Fig. 1: run 1, wires at chosen ports, followed through buffers
Scale: 3 px per um.
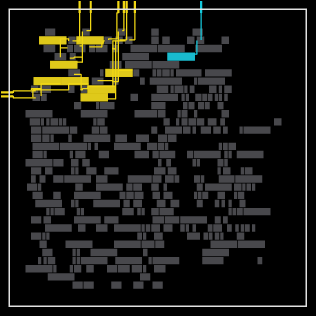
Fig. 2: run 1, M1 wires
Scale: 4 px per um. Supply wires on this layer in grey. Cells faint in the background.
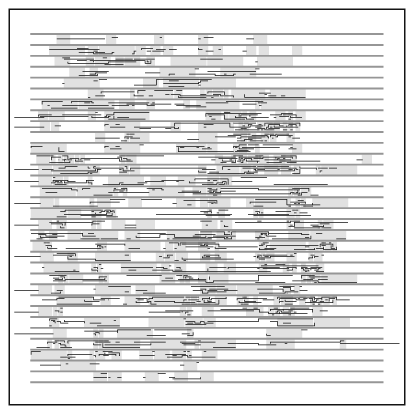
Fig. 3: run 1, placement view
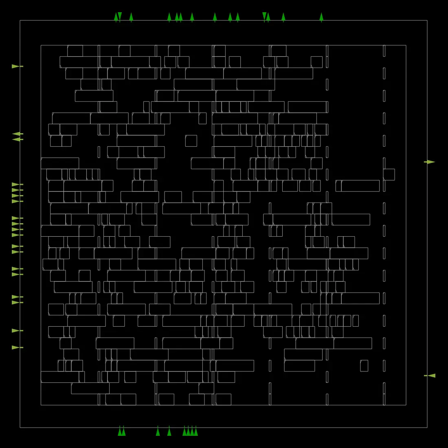
### src/rtl/sca_sequencer.sv
// Sequencer: loads cfg serially, pulses flip clock, captures and unloads the scan chain into result.
// Latency: done is high in cycle T0+1+L, where L = 2*CFG_LEN + 2*flip_count + 2 + 2*CAP_LEN.
// Backpressure: none; start is sampled only in IDLE, and a start in any other state is dropped.
// Ports: sca_clk/sca_reset (async active-low); start, cfg, flip_count (request);
//   busy, done, result (status); rx_sclk, rx_sda (serial receiver); flip_out (DUT flip clock);
//   so_clk, so_en, so_data (output scan chain). Every output is a flop.
module sca_sequencer #(
  parameter int CFG_LEN = 16,
  parameter int CAP_LEN = 8,
  parameter int FLIP_W  = 8
) (
  input  logic               sca_clk,
  input  logic               sca_reset,
  input  logic               start,
  input  logic [CFG_LEN-1:0] cfg,
  input  logic [FLIP_W-1:0]  flip_count,
  output logic               busy,
  output logic               done,
  output logic [CAP_LEN-1:0] result,
  output logic               rx_sclk,
  output logic               rx_sda,
  output logic               flip_out,
  output logic               so_clk,
  output logic               so_en,
  input  logic               so_data
);

  // One counter serves every state. It is wide enough for the largest bit index
  // and for a full 2^FLIP_W-1 period count.
  localparam int CFG_CW  = $clog2(CFG_LEN) + 1;
  localparam int CAP_CW  = $clog2(CAP_LEN) + 1;
  localparam int FLIP_CW = FLIP_W + 1;
  localparam int CNT_A   = (CFG_CW > CAP_CW) ? CFG_CW : CAP_CW;
  localparam int CNT_W   = (CNT_A > FLIP_CW) ? CNT_A : FLIP_CW;

  localparam logic [CNT_W-1:0] CFG_LAST = CNT_W'(CFG_LEN - 1);
  localparam logic [CNT_W-1:0] CAP_LAST = CNT_W'(CAP_LEN - 1);

  typedef enum logic [2:0] {
    S_IDLE    = 3'd0,
    S_LOAD    = 3'd1,
    S_FLIP    = 3'd2,
    S_CAPTURE = 3'd3,
    S_UNLOAD  = 3'd4,
    S_DONE    = 3'd5
  } state_t;

  state_t             state_q, state_d;
  logic               phase_q, phase_d;
  logic [CNT_W-1:0]   cnt_q, cnt_d;
  logic [CFG_LEN-1:0] cfg_q, cfg_d;     // shifts left; the MSB is the bit on rx_sda
  logic [FLIP_W-1:0]  flip_q, flip_d;
  logic [CAP_LEN-1:0] result_q, result_d;
  logic               busy_q, busy_d;
  logic               done_q, done_d;
  logic               rx_sclk_q, rx_sclk_d;
  logic               rx_sda_q, rx_sda_d;
  logic               flip_out_q, flip_out_d;
  logic               so_clk_q, so_clk_d;
  logic               so_en_q, so_en_d;
  logic [CNT_W-1:0]   flip_last;

  // This value is used only in FLIP, where flip_q is nonzero, so the subtraction cannot underflow.
  assign flip_last = CNT_W'(flip_q) - CNT_W'(1);

  always_comb begin
    state_d  = state_q;
    phase_d  = phase_q;
    cnt_d    = cnt_q;
    cfg_d    = cfg_q;
    flip_d   = flip_q;
    result_d = result_q;

    case (state_q)
      S_IDLE: begin
        if (start) begin
          state_d  = S_LOAD;
          phase_d  = 1'b0;
          cnt_d    = '0;
          cfg_d    = cfg;
          flip_d   = flip_count;
          result_d = '0;
        end
      end
      S_LOAD: begin
        phase_d = ~phase_q;
        if (phase_q) begin
          cfg_d = {cfg_q[CFG_LEN-2:0], 1'b0};
          if (cnt_q == CFG_LAST) begin
            cnt_d   = '0;
            state_d = (flip_q == '0) ? S_CAPTURE : S_FLIP;
          end else begin
            cnt_d = cnt_q + CNT_W'(1);
          end
        end
      end
      S_FLIP: begin
        phase_d = ~phase_q;
        if (phase_q) begin
          if (cnt_q == flip_last) begin
            cnt_d   = '0;
            state_d = S_CAPTURE;
          end else begin
            cnt_d = cnt_q + CNT_W'(1);
          end
        end
      end
      S_CAPTURE: begin
        phase_d = ~phase_q;
        if (phase_q) begin
          cnt_d   = '0;
          state_d = S_UNLOAD;
        end
      end
      S_UNLOAD: begin
        phase_d = ~phase_q;
        if (phase_q) begin
          if (cnt_q == CAP_LAST) begin
            cnt_d   = '0;
            state_d = S_DONE;
          end else begin
            cnt_d = cnt_q + CNT_W'(1);
          end
        end
      end
      S_DONE: begin
        state_d = S_IDLE;
        phase_d = 1'b0;
        cnt_d   = '0;
      end
      default: begin
        state_d = S_IDLE;
        phase_d = 1'b0;
        cnt_d   = '0;
      end
    endcase

    // Outputs are derived from the next state, so each flop shows the state it belongs to
    // during that state's own cycle.
    busy_d     = (state_d != S_IDLE);
    done_d     = (state_d == S_DONE);
    rx_sclk_d  = (state_d == S_LOAD) && !phase_d;
    rx_sda_d   = (state_d == S_LOAD) ? cfg_d[CFG_LEN-1] : 1'b0;
    flip_out_d = (state_d == S_FLIP) && !phase_d;
    so_clk_d   = ((state_d == S_CAPTURE) || (state_d == S_UNLOAD)) && !phase_d;
    so_en_d    = (state_d == S_UNLOAD);

    // The top bit is sampled on entry to each UNLOAD phase 0. At that point one full cycle
    // has passed since the last so_clk falling edge, so the chain has settled.
    if ((state_d == S_UNLOAD) && !phase_d) begin
      result_d = {result_q[CAP_LEN-2:0], so_data};
    end
  end

  always_ff @(posedge sca_clk or negedge sca_reset) begin
    if (!sca_reset) begin
      state_q    <= S_IDLE;
      phase_q    <= 1'b0;
      cnt_q      <= '0;
      cfg_q      <= '0;
      flip_q     <= '0;
      result_q   <= '0;
      busy_q     <= 1'b0;
      done_q     <= 1'b0;
      rx_sclk_q  <= 1'b0;
      rx_sda_q   <= 1'b0;
      flip_out_q <= 1'b0;
      so_clk_q   <= 1'b0;
      so_en_q    <= 1'b0;
    end else begin
      state_q    <= state_d;
      phase_q    <= phase_d;
      cnt_q      <= cnt_d;
      cfg_q      <= cfg_d;
      flip_q     <= flip_d;
      result_q   <= result_d;
      busy_q     <= busy_d;
      done_q     <= done_d;
      rx_sclk_q  <= rx_sclk_d;
      rx_sda_q   <= rx_sda_d;
      flip_out_q <= flip_out_d;
      so_clk_q   <= so_clk_d;
      so_en_q    <= so_en_d;
    end
  end

  assign busy     = busy_q;
  assign done     = done_q;
  assign result   = result_q;
  assign rx_sclk  = rx_sclk_q;
  assign rx_sda   = rx_sda_q;
  assign flip_out = flip_out_q;
  assign so_clk   = so_clk_q;
  assign so_en    = so_en_q;

endmodule

### config.mk
export PLATFORM = sky130hd
export DESIGN_NAME = sca_sequencer
export DESIGN_NICKNAME = d
export VERILOG_FILES = /design/src/rtl/sca_sequencer.sv
export SDC_FILE = /design/constraint.sdc
export NUM_CORES = 1
export LEC_CHECK = 0
export CORE_MARGIN = 5
export CORE_UTILIZATION = 35
export DETAILED_ROUTE_END_ITERATION = 7
export PLACE_DENSITY_LB_ADDON = 0.15
export SKIP_CTS_REPAIR_TIMING = 1
export SYNTH_ARGS = -nofsm -noshare
export SYNTH_HDL_FRONTEND = slang
export SYNTH_SLANG_ARGS = --single-unit
### constraint.sdc
create_clock -name sca_clk -period 2.8 [get_ports sca_clk]
set_input_delay 0.56 -clock sca_clk [delete_from_list [all_inputs] [get_ports sca_clk]]
set_output_delay 0.56 -clock sca_clk [all_outputs]
set_load 0.1 [all_outputs]
==> tab_implementation.tex, run 1 <==
% Yosys + OpenROAD metrics
\begin{tabular}{lr}
\hline
Metric & Value \\
\hline
\multicolumn{2}{l}{\textbf{Clock tree}} \\
Total CTS buffers & 5 \\
TritonCTS clock tree & built \\
Maximum level of the CTS H-tree & 2 \\
\multicolumn{2}{l}{\textbf{Outcome}} \\
Outcome & finished, final reports clean \\
\multicolumn{2}{l}{\textbf{Logic synthesis}} \\
Most frequent cells after synthesis & nand2\_1 (55), dfrtp\_1 (52), nor2\_1 (22) \\
Mean Syn Cell Area & 9.687 um\^{}2 \\
Synth Seq Share & 47.47\% \\
Async set-reset flop share out of synthesis & 100.0\% \\
Largest cells by area & dfrtp\_1 (47\%), nand2\_1 (7.5\%), a22oi\_1 (4.1\%) \\
Yosys warning total & 0 \\
Synth top area share & 47.47\% \\
EDFF count, synth & 0 \\
Post-Syn Area & between 2000 and 3000 um\^{}2 \\
\multicolumn{2}{l}{\textbf{Setup path}} \\
Beginning of the worst register-to-register path & flip\_q[0] \\
Crit path DRT & around 3000 ps \\
\multicolumn{2}{l}{\textbf{Finish}} \\
Post-layout utilization of the core & between 40\% and 50\% \\
Area growth syn-to-layout & 23.96\% \\
\multicolumn{2}{l}{\textbf{Die}} \\
Floorplan row count & 32 \\
Die Area & around 9700 um\^{}2 \\
Die y size & 98.50 um \\
\multicolumn{2}{l}{\textbf{Timing}} \\
Setup TNS & 0 ps \\
Largest clock skew in the final design & 6.684 ps \\
Final Hold Violation Tally & 0 \\
Pins Over Slew Limit & 0 \\
\multicolumn{2}{l}{\textbf{Power}} \\
Peak supply drop & 0.3591 mV \\
\multicolumn{2}{l}{\textbf{Global routing}} \\
Antenna violations before repair & 0 \\
\hline
\end{tabular}
## Picture notes: Fig. 1
- cyan: `flip_out` (direction output; edge top; end cells 1; buffers 1; wire 15.0 um)
- yellow: `result` (direction output; edge 6 top, 2 left; end cells 8; buffers 8; wire 245 um)
I/O Pins: 43
number of port buffers: 42

## Picture notes: Fig. 2
- wire length on this layer: 2,850 um
- share of all routed wire: 47%
- longest straight run: 24.4 um
- nets with wire on the layer: 324
number of vias after detailed routing: 2,204
met1 Resource Use GR: 18.02%
total routed wirelength: 6028 um

## Picture notes: Fig. 3
standard cell core area: 7687 um^2
Final Non-Filler Cells: 429
number of tap instances: 102
fraction of area in registers: 38.29%

[run 1: layout make-up]
cell class              instances  share of cell area, %
clock buffers                   6                  2.430
clock inverters                 2                  1.141
inverters                       5                 0.5523
multi-input cells             210                  40.13
flip-flops and latches         52                  38.29
well taps                     102                  3.756
repair buffers                 52                  13.70
[run 1: worst min-delay path by stage]
stage | end | cells after the start | start
final | cnt_q[3] | 1 | sca_reset
after global routing | cnt_q[3] | 1 | sca_reset
after CTS | cnt_q[3] | 1 | sca_reset
after detailed placement | cfg_q[10] | 2 | cfg_q[10]
after global placement | cfg_q[10] | 2 | cfg_q[10]
after floorplan | busy | 0 | sca_reset
[run 1: power groups by stage]
stage | registers [mW] | logic, mW | clock network [mW]
floorplan | 1.31 | 0.935 | 0
global placement | 1.20 | 1.45 | 0
detailed placement | 1.20 | 1.47 | 0
CTS | 1.19 | 1.47 | 0.581
global route | 1.23 | 1.62 | 0.607
finish | 1.19 | 1.46 | 0.555
[run 1: kinds of logic (layout without fill, tap and decap cells)]
group	after synthesis	after routing	synth area share, %
AOI/OAI and AO/OA	57	57	15.52
buffers and inverters	21	65	3.286
DFF	52	52	47.47
muxes	15	15	6.116
adders and majority gates	2	2	0.9127
and+or+nand+nor	126	126	23.00
xor gates and xnor gates	10	10	3.697
[run 1: state kept, by name, indices dropped and copies added (netlist names)]
signal	flops
so_clk	1
rx_sclk	1
state_q	3
so_en	1
busy	1
flip_q	8
flip_out	1
cnt_q	9
rx_sda	1
phase_q	1
result	8
done	1
cfg_q	16
[run 1: stage by stage]
stage | setup slack [ps] | std cells
2_1_floorplan | 357.4 | 283
3_3_place_gp | 209.5 | 421
3_5_place_dp | 124.8 | 421
4_1_cts | 102.8 | 429
5_1_grt | 86.82 | 429
6_report | 254.7 | 429
[run 1: critical path, cell delays in order (launching register included)]
cell      delay (ps)
dfrtp_1          420
inv_1             80
ha_1             240
or4b_4           510
o22a_1           220
a311oi_2         300
a211oi_2         140
a31oi_4          230
inv_2             80
or2_1            230
[run 1: cell usage in the layout, fill, tap and decap left out, types with 5 or more instances in the layout]
cell             instances
o22ai_1                  6
a22oi_1                 15
o21ai_0                 12
nand3_1                  5
clkdlybuf4s50_1         26
clkbuf_8                 6
nor3_1                   5
mux2_2                   6
xor2_1                   5
mux2_1                   8
dfrtp_1                 52
nand2_1                 55
buf_4                   24
nor2b_1                 10
nor2_1                  22
[run 1: layer usage]
| layer | share of wire, % | up-vias | GRT usage (%) |
|---|---|---|---|
| li1 | - | 1079 | - |
| met1 | 47 | 1068 | 18.02 |
| met2 | 46 | 50 | 20.33 |
| met3 | 4.8 | 7 | 3.609 |
| met4 | 1.4 | 0 | 3.466 |
| met5 | 0 | - | 0 |
## Run 2: what changed since run 1
--- a/config.mk
+++ b/config.mk
@@ -7,6 +7,7 @@
 export LEC_CHECK = 0
 export CORE_MARGIN = 5
 export CORE_UTILIZATION = 35
+export CTS_CLUSTER_SIZE = 8
 export DETAILED_ROUTE_END_ITERATION = 7
 export PLACE_DENSITY_LB_ADDON = 0.15
 export SKIP_CTS_REPAIR_TIMING = 1
Fig. 4: run 2, wires at chosen ports, followed through buffers
Scale: 3 px per um.
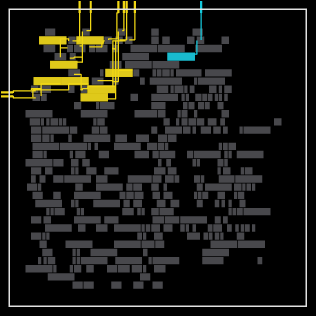
- yellow: `result` (direction output; edge 6 top, 2 left; end cells 8; buffers 8; wire 245 um)
- cyan: `flip_out` (direction output; edge top; end cells 1; buffers 1; wire 15.0 um)

Fig. 5: run 2, cell area per tile
Scale: 4 px per um. 10 x 10 tiles, from dark blue (low) to red (high), 0 to 100% covered.
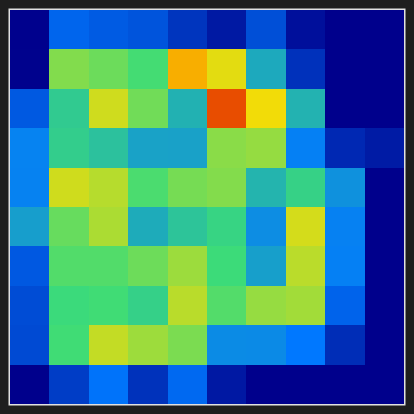
- fullest tile: 91%
- nearly empty tiles: 18%
- mean over tiles: 34%
- emptiest ninth of the die: upper right
post-layout utilization of the core: 44.21%
starting utilization of the core area: 35.66%

Fig. 6: run 2, placement view
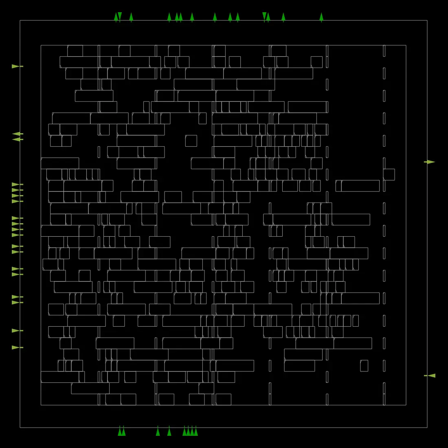
flip-flops: 52
floorplan row count: 32

==> run 2 against run 1 <==
Against the previous run: clock skew is the same; first-iteration DRC count is the same; synthesized cell count is the same; setup slack is the same; critical path depth is the same; non-clock buffer count is the same; sequential share of layout area is the same; via count is the same; critical path type unchanged.
==> tab_implementation.tex, run 2 <==
% Yosys + OpenROAD metrics
\begin{tabular}{lr}
\hline
Metric & Value \\
\hline
\multicolumn{2}{l}{\textbf{Die}} \\
Die y size & 98.50 um \\
Standard cell core area & 7687 um\^{}2 \\
I/O Pins & 43 \\
\multicolumn{2}{l}{\textbf{Finish}} \\
Area growth syn-to-layout & 23.96\% \\
Leading registers by flop count & cfg\_q: 16 flops, cnt\_q: 9 flops \\
Most instantiated logic cell after routing & nand2\_1 \\
\multicolumn{2}{l}{\textbf{Global routing}} \\
Met1 Resource Use GR & 18.02\% \\
Global routing met2 resource utilization & 20.33\% \\
Most Used Layer, Global Route & met2 \\
\multicolumn{2}{l}{\textbf{Clock tree}} \\
Total CTS buffers & 5 \\
TritonCTS clock tree & built \\
Maximum level of the CTS H-tree & 2 \\
\multicolumn{2}{l}{\textbf{Timing}} \\
Largest clock skew in the final design & 6.684 ps \\
\multicolumn{2}{l}{\textbf{Logic synthesis}} \\
Mean Syn Cell Area & 9.687 um\^{}2 \\
Async set-reset flop share out of synthesis & 100.0\% \\
Synth Seq Share & 47.47\% \\
\multicolumn{2}{l}{\textbf{Placement}} \\
Number of port buffers & 42 \\
Setup slack after placement & approximately 120 ps \\
\multicolumn{2}{l}{\textbf{Setup path}} \\
Sequence of cells on the critical path & inv\_1 -> ha\_1 -> or4b\_4 -> o22a\_1 -> a311oi\_2 -> a211oi\_2 -> a31oi\_4 -> inv\_2 -> or2\_1 \\
Crit path DRT & 2990 ps \\
Biggest cell delay along the critical path & 510 ps \\
\multicolumn{2}{l}{\textbf{Outcome}} \\
Outcome & finished, final reports clean \\
\hline
\end{tabular}
[run 2: cell counts after synthesis]
Identical to the previous run, type by type.
[run 2: power breakdown]
group / switching, mW / internal [mW] / total, mW
Clock: 0.262 / 0.293 / 0.555
Sequential: 0.219 / 0.968 / 1.19
Combinational: 0.871 / 0.585 / 1.46
[run 2: logic make-up (layout without fill, tap and decap cells)]
logic type	Yosys count	after routing	share of synthesized area [%]
flops	52	52	47.47
buf+inv	21	65	3.286
mux	15	15	6.116
simple gates	126	126	23.00
compound gates	57	57	15.52
fa+ha+maj	2	2	0.9127
xor+xnor	10	10	3.697
[run 2: layout make-up]
type / instances / area, um^2
clock buffer: 6 / 82.58
clock inverter: 2 / 38.79
fill: 745 / 4289
inverter: 5 / 18.77
multi-input combinational: 210 / 1364
sequential: 52 / 1301
tap: 102 / 127.6
timing repair buffer: 52 / 465.4
[run 2: worst max-delay path: cells and delay by family, from the launching register on]
kind | cells | cell delay (ps)
compound gates | 4 | 890
fa+ha+maj | 1 | 240
buf+inv | 2 | 160
flops | 1 | 420
simple gates | 2 | 740
[run 2: how the worst min path moves through the flow]
| stage | from | end | slack [ps] | cells after the start |
|---|---|---|---|---|
| 2_1_floorplan | sca_reset | busy | 260 | 0 |
| 3_3_place_gp | cfg_q[10] | cfg_q[10] | 460 | 2 |
| 3_5_place_dp | cfg_q[10] | cfg_q[10] | 460 | 2 |
| 4_1_cts | sca_reset | cnt_q[3] | 270 | 1 |
| 5_1_grt | sca_reset | cnt_q[3] | 300 | 1 |
| 6_report | sca_reset | cnt_q[3] | 250 | 1 |
[run 2: per-stage QoR]
stage | power, mW | cells | hold slack, ps
finish | 3.198 | 429 | 253.3
global route | 3.454 | 429 | 304.9
CTS | 3.244 | 429 | 273.8
detailed placement | 2.668 | 421 | 463.0
global placement | 2.657 | 421 | 459.6
floorplan | 2.248 | 283 | 264.4
[run 2: layer usage]
metal  vias up  wire length, um
li1       1079                -
met3         7              292
met2        50             2802
met1      1068             2847
met4         0               86
met5         -                0
Power and IR drop assume default switching activity.
